**config.mk**
```make
export PLATFORM = sky130hd
export DESIGN_NAME = arm_fetch_unit
export DESIGN_NICKNAME = d
export VERILOG_FILES = /design/src/rtl/arm_fetch_pkg.sv /design/src/rtl/arm_fetch_queue.sv /design/src/rtl/arm_fetch_unit.sv
export SDC_FILE = /design/constraint.sdc
export NUM_CORES = 1
export LEC_CHECK = 0
export CORE_MARGIN = 4
export CORE_UTILIZATION = 51
export DETAILED_ROUTE_END_ITERATION = 7
export HOLD_SLACK_MARGIN = 0.08
export PLACE_DENSITY = 0.77
export SYNTH_ARGS = -nofsm -noshare
export SYNTH_HDL_FRONTEND = slang
export SYNTH_SLANG_ARGS = --single-unit
```
**constraint.sdc**
```tcl
create_clock -name i_CLK -period 15.9 [get_ports i_CLK]
set_input_delay 3.18 -clock i_CLK [delete_from_list [all_inputs] [get_ports i_CLK]]
set_output_delay 3.18 -clock i_CLK [all_outputs]
set_load 0.02 [all_outputs]
```
**src/rtl/arm_fetch_pkg.sv**
```systemverilog
// Shared types and constants for the ARM instruction fetch stage.
// Optional feature macro: ARM_FETCH_ALIGN_CHECK_EN (see arm_fetch_unit).
package arm_fetch_pkg;

  localparam int unsigned BUS_W = 32;

  typedef struct packed {
    logic [BUS_W-1:0] instr;
    logic [BUS_W-1:0] pc;
  } fetch_entry_t;

  localparam logic [BUS_W-1:0] PC_INCR      = 32'd4;
  localparam logic [BUS_W-1:0] R15_OFFSET   = 32'd8;
  localparam logic [BUS_W-1:0] ALIGN_MASK   = 32'hFFFF_FFFC;
  localparam logic [BUS_W-1:0] RESET_VECTOR = 32'h0000_0000;

  // Force a byte address onto a word boundary.
  function automatic logic [BUS_W-1:0] align_addr(input logic [BUS_W-1:0] addr);
    return addr & ALIGN_MASK;
  endfunction

endpackage

```
**src/rtl/arm_fetch_queue.sv**
```systemverilog
// Circular prefetch FIFO of fetch entries. The head is kept in a register that
// is loaded with the post-edge head, so it holds its last value when empty.
// Flush has priority over push and pop.
module ARM_FetchQueue
  import arm_fetch_pkg::*;
#(
  parameter int unsigned Depth = 2
) (
  input  logic         clk,
  input  logic         rst_n,
  input  logic         push,
  input  logic         pop,
  input  logic         flush,
  input  fetch_entry_t push_data,
  output logic         full,
  output logic         empty,
  output fetch_entry_t head
);

  localparam int unsigned PW = (Depth > 1) ? $clog2(Depth) : 1;
  localparam int unsigned CW = $clog2(Depth + 1);
  localparam logic [PW-1:0] PtrOne = PW'(1);

  fetch_entry_t mem_q [Depth];
  fetch_entry_t head_q, head_d;
  logic [PW-1:0] wr_ptr_q, wr_ptr_d, rd_ptr_q, rd_ptr_d;
  logic [CW-1:0] count_q, count_d, remain;
  logic          do_push, do_pop;

  assign full    = (count_q == CW'(Depth));
  assign empty   = (count_q == '0);
  assign do_pop  = pop && !empty && !flush;
  assign do_push = push && !flush && (!full || do_pop);
  assign remain  = count_q - CW'(do_pop);
  assign head    = head_q;

  // Next pointers, occupancy and the head value visible after this edge.
  always_comb begin
    wr_ptr_d = wr_ptr_q;
    rd_ptr_d = rd_ptr_q;
    count_d  = count_q;
    head_d   = head_q;
    if (flush) begin
      wr_ptr_d = '0;
      rd_ptr_d = '0;
      count_d  = '0;
    end else begin
      if (do_push) wr_ptr_d = wr_ptr_q + PtrOne;
      if (do_pop)  rd_ptr_d = rd_ptr_q + PtrOne;
      count_d = count_q + CW'(do_push) - CW'(do_pop);
      // Nothing left behind the pop: the new head is the entry being written now.
      if (count_d != '0) head_d = (remain == '0) ? push_data : mem_q[rd_ptr_d];
    end
  end

  // Control state with asynchronous reset.
  always_ff @(posedge clk or negedge rst_n) begin
    if (!rst_n) begin
      wr_ptr_q <= '0;
      rd_ptr_q <= '0;
      count_q  <= '0;
      head_q   <= '0;
    end else begin
      wr_ptr_q <= wr_ptr_d;
      rd_ptr_q <= rd_ptr_d;
      count_q  <= count_d;
      head_q   <= head_d;
    end
  end

  // Entry storage; contents are only meaningful under count_q.
  always_ff @(posedge clk) begin
    if (do_push) mem_q[wr_ptr_q] <= push_data;
  end

endmodule

```
**src/rtl/arm_fetch_unit.sv**
```systemverilog
// Instruction fetch stage: PC register, prefetch queue, branch redirect.
// Define ARM_FETCH_ALIGN_CHECK_EN to trap misaligned branch targets with a
// sticky o_Fetch_Fault; otherwise target bits [1:0] are silently cleared.
module arm_fetch_unit
  import arm_fetch_pkg::*;
#(
  parameter int unsigned          BusWidth    = 32,
  parameter int unsigned          QueueDepth  = 2,
  parameter logic [BusWidth-1:0]  ResetVector = RESET_VECTOR
) (
  input  logic                i_CLK,
  input  logic                i_RESET,
  output logic [BusWidth-1:0] o_Instr_Address,
  input  logic [BusWidth-1:0] i_Instr,
  output logic                o_Valid,
  input  logic                i_Ready,
  output logic [BusWidth-1:0] o_Instr,
  output logic [BusWidth-1:0] o_Instr_PC,
  output logic [BusWidth-1:0] o_PC_Plus8,
  input  logic                i_Branch_Taken,
  input  logic [BusWidth-1:0] i_Branch_Target,
  output logic                o_Fetch_Fault
);

  logic [BusWidth-1:0] pc_q;
  logic                q_full, q_empty;
  logic                deq, enq, redirect, fetch_stop;
  fetch_entry_t        q_head, q_in;

`ifdef ARM_FETCH_ALIGN_CHECK_EN
  logic fault_q;

  // Once faulted, redirects are ignored and fetch stays parked until reset.
  assign redirect   = i_Branch_Taken && !fault_q;
  assign fetch_stop = fault_q;

  // Sticky fault on a redirect to a non-word-aligned target.
  always_ff @(posedge i_CLK or negedge i_RESET) begin
    if (!i_RESET) begin
      fault_q <= 1'b0;
    end else if (redirect && (i_Branch_Target[1:0] != 2'b00)) begin
      fault_q <= 1'b1;
    end
  end

  assign o_Fetch_Fault = fault_q;
`else
  assign redirect      = i_Branch_Taken;
  assign fetch_stop    = 1'b0;
  assign o_Fetch_Fault = 1'b0;
`endif

  assign deq  = o_Valid && i_Ready;
  // A pop this cycle frees a slot for the word being fetched now.
  assign enq  = !redirect && !fetch_stop && (!q_full || deq);
  assign q_in = '{instr: i_Instr, pc: pc_q};

  // Program counter: redirect wins over sequential advance; holds when stalled.
  always_ff @(posedge i_CLK or negedge i_RESET) begin
    if (!i_RESET) begin
      pc_q <= ResetVector;
    end else if (redirect) begin
      pc_q <= align_addr(i_Branch_Target);
    end else if (enq) begin
      pc_q <= pc_q + PC_INCR;
    end
  end

  ARM_FetchQueue #(
    .Depth (QueueDepth)
  ) u_queue (
    .clk       (i_CLK),
    .rst_n     (i_RESET),
    .push      (enq),
    .pop       (deq),
    .flush     (redirect),
    .push_data (q_in),
    .full      (q_full),
    .empty     (q_empty),
    .head      (q_head)
  );

  assign o_Instr_Address = pc_q;
  assign o_Valid         = !q_empty;
  assign o_Instr         = q_head.instr;
  assign o_Instr_PC      = q_head.pc;
  assign o_PC_Plus8      = q_head.pc + R15_OFFSET;

endmodule

```
Fig. 1: I/O pins on the die edge
Scale: 3 px per um. Pins as bars across the die edge, other pins in gray.
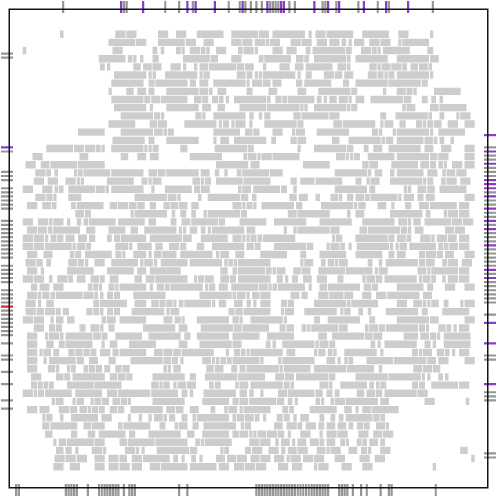
- red: `i_Branch_Taken` (pins 1; direction input; edge left)
- purple: `o_Instr` (pins 32; direction output; edge 16 right, 15 top, 1 left)
- all pins by edge: 60 bottom, 51 right, 47 left, 40 top
number of I/O port buffers: 188
die width: 159.0 um

Fig. 2: congestion heat map
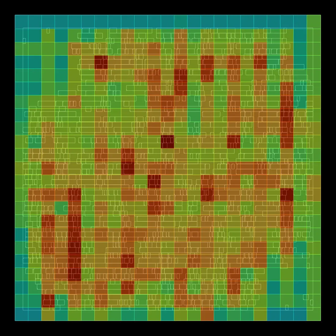
final core utilization: 64.64%
GR Layer Usage met2: 40.19%

==> Implementation_results.wiki <==
=== Synthesis and place and route ===
{| class="wikitable"
! Metric !! Value
|-
| Wire length the detailed router placed on met1 || roughly 13,000 um
|-
| Clock slew at the register clock pins of the worst setup and hold paths || ~60 ps
|-
| Avg Inst Size Synth || 10.03 um^2
|-
| Clock buffers || 32
|-
| Remaining Overflow, GRT || 0
|-
| Synthesized cell area || 0.01163 mm^2
|-
| Final standard cell area without fillers || 0.01433 mm^2
|-
| Non-Clock Inverter Count || 10
|-
| Combinational group share of total power || 43.3%
|-
| Part of the power in the clock network || 21.3%
|-
| Global placement routability congestion || 0.7897
|-
| Post-placement cell area || roughly 0.014 mm^2
|-
| Max IR drop VDD || ~120 uV
|-
| Yosys cell count || 1,160
|-
| Worst slew pin tran || 1316 ps
|-
| Main kind of combinational logic by area || simple AND/OR/NAND/NOR gates
|-
| Cells along the critical path || and4_1 -> nand4_1 -> nor4_1 -> xor2_1 -> clkdlybuf4s50_1
|-
| Crit Path Category || register to primary output
|-
| Net total in the final layout || about 1,400
|-
| Multi-input comb cells || about 830
|-
| Max-Cap Viols || 0
|-
| Clock sink count || roughly 220
|-
| Yosys stat area || 0.01163 mm^2
|-
| CTS buffer count || 24
|-
| Seq Cell Count || around 220
|-
| Boundary pin count || 198
|-
| End of the worst hold path || u_queue.head[44]
|-
| Max Fanout on Critical Path || 10
|-
| Via count || 9,672
|-
| Endpoint of the worst-slack reg-to-reg timing path || u_queue.head[45]
|-
| Number of global-route vias before repair || 9,458
|-
| Hold_buf cts || 0
|-
| Peak Freq || 0.1563 GHz
|-
| Global route hottest layer || met2
|-
| Global-route wire length before repair || 50,170 um
|-
| Setup Buffers After CTS || 0
|-
| Wirelength, routed || 31,280 um
|-
| Crit-path slowest cell || nor4_1
|-
| Grt met1 use || 33.02%
|-
| Count of instances resized after the clock tree is built || 0
|-
| Chip Area || 0.02529 mm^2
|-
| Finished Layout Cells || 1,581
|-
| Status || completed
|}
Fig. 3: sequential cells grouped by signal name
Scale: 1.5 px per um. Other sequential cells in the stronger gray, the rest of the logic in the fainter gray.
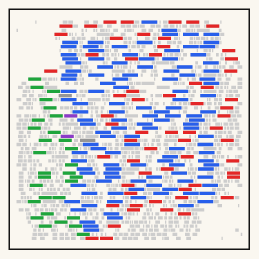
- red: `u_queue.head` (sequential cells 62)
- green: `o_Instr_Address` (sequential cells 30)
- blue: `u_queue.mem_q` (sequential cells 124)
- purple: `u_queue.count_q` (sequential cells 2)
- not colored: 2
register area: 0.006130 mm^2
sequential fraction of total cell area: 42.79%
Flop+latch power: 0.889 mW

Fig. 4: selected gate families
Scale: 1.5 px per um.
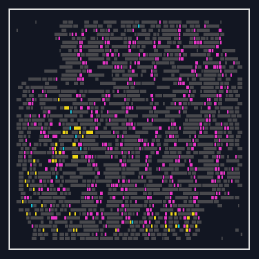
- cyan: inverters (cells 10; most used inv_1)
- magenta: NAND gates (cells 384; most used nand2_1; where widely spread)
- yellow: NOR gates (cells 47; most used nor2_1)

No activity file was given, so power comes from the tool's default toggle rates.
